## config.mk

```make
export PLATFORM = sky130hd
export DESIGN_NAME = pipelined_cla_adder
export DESIGN_NICKNAME = d
export VERILOG_FILES = /design/src/rtl/alu_pkg.sv /design/src/rtl/cla_slice.sv /design/src/rtl/pipelined_cla_adder.sv
export SDC_FILE = /design/constraint.sdc
export NUM_CORES = 1
export LEC_CHECK = 0
export CAP_MARGIN = 10
export CORE_MARGIN = 2
export CORE_UTILIZATION = 40
export CTS_BUF_LIST = sky130_fd_sc_hd__clkbuf_16
export CTS_CLUSTER_DIAMETER = 60
export CTS_CLUSTER_SIZE = 14
export DETAILED_ROUTE_END_ITERATION = 16
export GPL_ROUTABILITY_DRIVEN = 0
export PLACE_DENSITY = 0.55
export SYNTH_ARGS = -nofsm -noshare
export SYNTH_HDL_FRONTEND = slang
export SYNTH_SLANG_ARGS = --single-unit
```

## constraint.sdc

```tcl
create_clock -name clock -period 4.35 [get_ports clock]
set_clock_uncertainty 0.1 [all_clocks]
set_input_delay 0.87 -clock clock [delete_from_list [all_inputs] [get_ports clock]]
set_output_delay 0.87 -clock clock [all_outputs]
set_load 0.03 [all_outputs]
```

## src/rtl/alu_pkg.sv

```systemverilog
// Shared ALU datapath definitions: operation modes, flag bundle and default widths.
package alu_pkg;

    localparam logic ALU_ADD   = 1'b0;
    localparam logic ALU_SUB   = 1'b1;

    localparam int   ALU_WIDTH = 32;
    localparam int   CLA_BLOCK = 8;

    typedef struct packed {
        logic cout;
        logic ovf;
        logic zero;
    } alu_flags_t;

endpackage

```

## src/rtl/cla_slice.sv

```systemverilog
// Combinational BLOCK-bit carry-lookahead slice; b is already inverted for subtraction.
module cla_slice #(
    parameter int BLOCK = 8
) (
    input  logic [BLOCK-1:0] i_a,
    input  logic [BLOCK-1:0] i_b,
    input  logic             i_cin,
    output logic [BLOCK-1:0] o_sum,
    output logic             o_cout,
    output logic             o_cmsb,
    output logic             o_zero
);

    logic [BLOCK-1:0] w_p;
    logic [BLOCK-1:0] w_g;
    logic [BLOCK:0]   w_c;
    logic             w_acc;
    logic             w_run;

    assign w_p = i_a | i_b;
    assign w_g = i_a & i_b;

    // Every carry is a flat sum of generate terms gated by propagate runs, so
    // no carry waits on its neighbour.
    always_comb begin
        w_c    = '0;
        w_acc  = 1'b0;
        w_run  = 1'b0;
        w_c[0] = i_cin;
        for (int i = 0; i < BLOCK; i++) begin
            w_acc = w_g[i];
            w_run = w_p[i];
            for (int j = i - 1; j >= 0; j--) begin
                w_acc = w_acc | (w_run & w_g[j]);
                w_run = w_run & w_p[j];
            end
            w_c[i+1] = w_acc | (w_run & i_cin);
        end
    end

    assign o_sum  = i_a ^ i_b ^ w_c[BLOCK-1:0];
    assign o_cout = w_c[BLOCK];
    assign o_cmsb = w_c[BLOCK-1];
    assign o_zero = ~|o_sum;

endmodule

```

## src/rtl/pipelined_cla_adder.sv

```systemverilog
// Pipelined adder/subtractor: one lookahead slice per stage, registered carry between
// stages, skewed operands and deskewed sums, with a single global stall enable.
module pipelined_cla_adder
    import alu_pkg::*;
#(
    parameter int WIDTH = ALU_WIDTH,
    parameter int BLOCK = CLA_BLOCK
) (
    input  logic             clock,
    input  logic             reset_n,
    input  logic             in_valid,
    output logic             in_ready,
    input  logic [WIDTH-1:0] in_a,
    input  logic [WIDTH-1:0] in_b,
    input  logic             in_sub,
    input  logic             in_cin,
    output logic             out_valid,
    input  logic             out_ready,
    output logic [WIDTH-1:0] out_sum,
    output logic             out_cout,
    output logic             out_ovf,
    output logic             out_zero
);

    localparam int NS = WIDTH / BLOCK;

    logic             w_en;
    logic [NS:0]      r_vld_pipe;
    logic [WIDTH-1:0] r_sum;
    alu_flags_t       r_flags;

    assign w_en      = ~r_vld_pipe[NS] | out_ready;
    assign in_ready  = w_en;
    assign out_valid = r_vld_pipe[NS];
    assign out_sum   = r_sum;
    assign out_cout  = r_flags.cout;
    assign out_ovf   = r_flags.ovf;
    assign out_zero  = r_flags.zero;

    always_ff @(posedge clock or negedge reset_n) begin
        if (!reset_n) r_vld_pipe <= '0;
        else if (w_en) r_vld_pipe <= {r_vld_pipe[NS-1:0], in_valid};
    end

    for (genvar k = 0; k < NS; k++) begin : g_stg
        localparam int OW = WIDTH - k * BLOCK;

        // Finished sum slices sit below bit k*BLOCK, unconsumed operand A above it.
        logic [WIDTH-1:0] r_as;
        logic [OW-1:0]    r_b;
        logic             r_c;
        logic             r_z;
        logic [BLOCK-1:0] w_sum;
        logic             w_cout;
        logic             w_cmsb;
        logic             w_zero;
        logic [WIDTH-1:0] w_as_nxt;

        cla_slice #(.BLOCK(BLOCK)) u_slice (
            .i_a    (r_as[k*BLOCK +: BLOCK]),
            .i_b    (r_b[BLOCK-1:0]),
            .i_cin  (r_c),
            .o_sum  (w_sum),
            .o_cout (w_cout),
            .o_cmsb (w_cmsb),
            .o_zero (w_zero)
        );

        always_comb begin
            w_as_nxt                   = r_as;
            w_as_nxt[k*BLOCK +: BLOCK] = w_sum;
        end

        if (k == 0) begin : g_head
            always_ff @(posedge clock or negedge reset_n) begin
                if (!reset_n) begin
                    r_as <= '0;
                    r_b  <= '0;
                    r_c  <= 1'b0;
                    r_z  <= 1'b0;
                end else if (w_en) begin
                    r_as <= in_a;
                    r_b  <= (in_sub == ALU_SUB) ? ~in_b : in_b;
                    r_c  <= (in_sub == ALU_SUB) | in_cin;
                    r_z  <= 1'b1;
                end
            end
        end else begin : g_body
            always_ff @(posedge clock or negedge reset_n) begin
                if (!reset_n) begin
                    r_as <= '0;
                    r_b  <= '0;
                    r_c  <= 1'b0;
                    r_z  <= 1'b0;
                end else if (w_en) begin
                    r_as <= g_stg[k-1].w_as_nxt;
                    r_b  <= g_stg[k-1].r_b[OW+BLOCK-1:BLOCK];
                    r_c  <= g_stg[k-1].w_cout;
                    r_z  <= g_stg[k-1].r_z & g_stg[k-1].w_zero;
                end
            end
        end

        // Only the top slice's carry-into-MSB feeds the overflow flag.
        if (k < NS - 1) begin : g_mid
            logic w_unused_cmsb;
            assign w_unused_cmsb = w_cmsb;
        end
    end

    always_ff @(posedge clock or negedge reset_n) begin
        if (!reset_n) begin
            r_sum   <= '0;
            r_flags <= '0;
        end else if (w_en) begin
            r_sum        <= g_stg[NS-1].w_as_nxt;
            r_flags.cout <= g_stg[NS-1].w_cout;
            r_flags.ovf  <= g_stg[NS-1].w_cmsb ^ g_stg[NS-1].w_cout;
            r_flags.zero <= g_stg[NS-1].r_z & g_stg[NS-1].w_zero;
        end
    end

endmodule

```

==> images/clocks.png <==
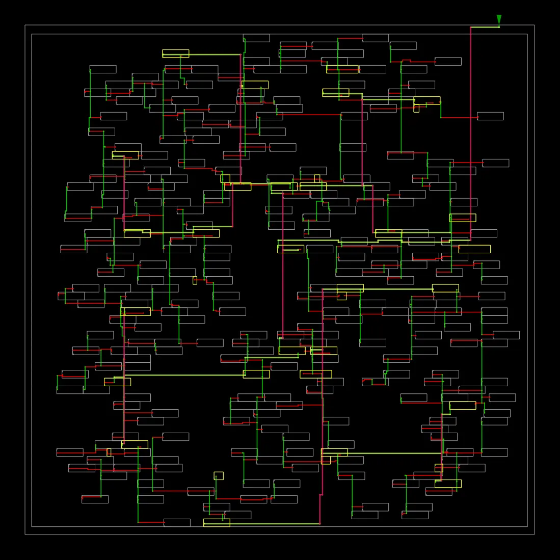
TritonCTS buffer count: 25
CLK BUF: 25
Skew-Pair Late Insertion Delay: 0.52 ns

==> impl_metrics.yaml <==
# yosys + openroad results
synthesis:
  synth_cells: 1313
  ff_type: "dfrtp_1"
  edf_count: 0
  fp_nets: 1459
  ys_sh_simple: 0.1997
  top_logic_kind: "simple AND/OR/NAND/NOR gates"
  ys_chip_area_sq_um: 12010
  adder_share: 0.08171
  synthTopCellsByCount: "nand2_1 (490), dfrtp_1 (256), o21ai_0 (103)"
  aoi_share: 0.08494
  netlist_top_cells_area: "dfrtp_1 (53%), nand2_1 (15%), ha_1 (7.5%), o21ai_0 (4.3%), xnor2_1 (2.7%)"
  syn_avg_cell_area_sq_um: 9.143
  synth_area_sq_um: 12010
power:
  seq_cell_power_mw: 4.00
  p_comb_mw: 4.51
  max-vdd-ir-drop_mv: 0.3394
  maxPowerGroup: "combinational cells"
  power_frac_seq: 0.376
  switching_power_mw: 4.135
  swShare: 0.3887
  p_int_mw: 6.503
cts:
  cts.sinks: 256
  cts_max_path_buffers: 3
  cts_setup_buffers: 0
  clkTransAtPathRegs_ns: 0.06
  cts_max_level: 1
critical_path:
  worstPathCellList: "clkdlybuf4s50_1 -> nor2b_4 -> inv_8 -> clkdlybuf4s50_1"
  ff2ff_setup_slack_ns: 1.86
  crit_slowest_cell: "clkdlybuf4s50_1"
  endpoint_kind: "output port"
  reg2reg_depth: 6
  endpoint: "in_ready"
  rr_endpoint: "g_stg[2].r_b[4]"
  crit_required_ns: 3.38
  critPathLaunchType: "input port"
  arrival_ns: 2.42
timing:
  setup_viol: 0
  period_needed_ns: 3.393
  slew_headroom: 0.2886
  finalHoldViolCount: 0
  layout_setup_ws_ns: 0.9570
  fin_crit_sh: 0.7800
  grt_setup_unrepaired: "no"
global_routing:
  track_usage: 0.1591
  grt.overflow.total: 0
  use_met1: 0.2478
  grt_use_met3: 0.02320
  grt-busiest-layer: "met1"
  antenna_found_initial: 0
layout:
  logic_area_sq_um: 5054
  largest_register: "g_stg.r_as"
  layout-drive-gt1-share: 0.04843
  logic_gate_count: 910
  mostFrequentLayoutCell: "nand2_1"
  layout_top_cells: "nand2_1 (490), dfrtp_1 (256), clkdlybuf4s50_1 (104), o21ai_0 (103), inv_1 (87)"
  largest_cell_class: "flip-flops and latches"
  num-nonclk-buffers: 114
  nNetsFinal: 1539
  area_growth_pct: 18.42
  ff_latch_area_sq_um: 6406
  sh_seq_area: 0.4506
  comb_share: 0.3555
  largest_reg_flops: 128
  nNonClkInverters: 86
  seq_cells: 256
  fillers: 2914
placement:
  dp_slack_ns: 0.8898
  hpwl_mm: 15.84
  port_buffers: 106
status:
  status: "finished, final reports clean"
detailed_routing:
  routed_wl_mm: 24.13
  drt_pass1_iterations: 4
  via_per_inst: 4.613
  route.met2.wl_mm: 9.714
  dr.max_layer_used: "met4"
die:
  die_w_microns: 177.2
  core-area_sq_um: 29560
  num_rows: 63
  ios: 107
job:
  cap_violations: 0
hold_path:
  hp-class: "input port to asynchronous set/reset pin"
==> images/clk_routes.png <==
Scale: 2 px per micron.
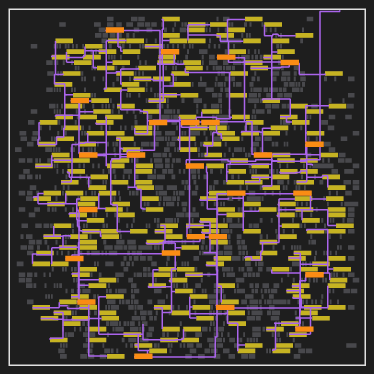
Key: clock wires = purple [length 3,320 microns]; clock drivers = orange [count 25]; flip-flops = yellow [count 256]
Position of the flops: all over the die. There are 26 routed clock nets.
Clk power: 2.12 mW
Clock power frac: 0.200

## critical path, delay by kind of cell
family                 cells  cell delay (ns)
buffers and inverters      3             1.47
and+or+nand+nor            1             0.08
## metrics by stage
| stage | cells | area [sq um] | hold WS [ns] | util | power, mW |
|---|---|---|---|---|---|
| floorplan | 1313 | 12010 | 0.3261 | - | 7.241 |
| global placement | 1756 | 13440 | 0.3431 | 0.4546 | 8.513 |
| detailed placement | 1756 | 13440 | 0.3448 | 0.4546 | 8.609 |
| CTS | 1794 | 14220 | 0.3093 | 0.4809 | 10.80 |
| global route | 1794 | 14220 | 0.3401 | 0.4809 | 11.59 |
| finish | 1794 | 14220 | 0.2858 | 0.4809 | 10.64 |
Power figures rest on the tool's default switching activity, not on a simulated workload.
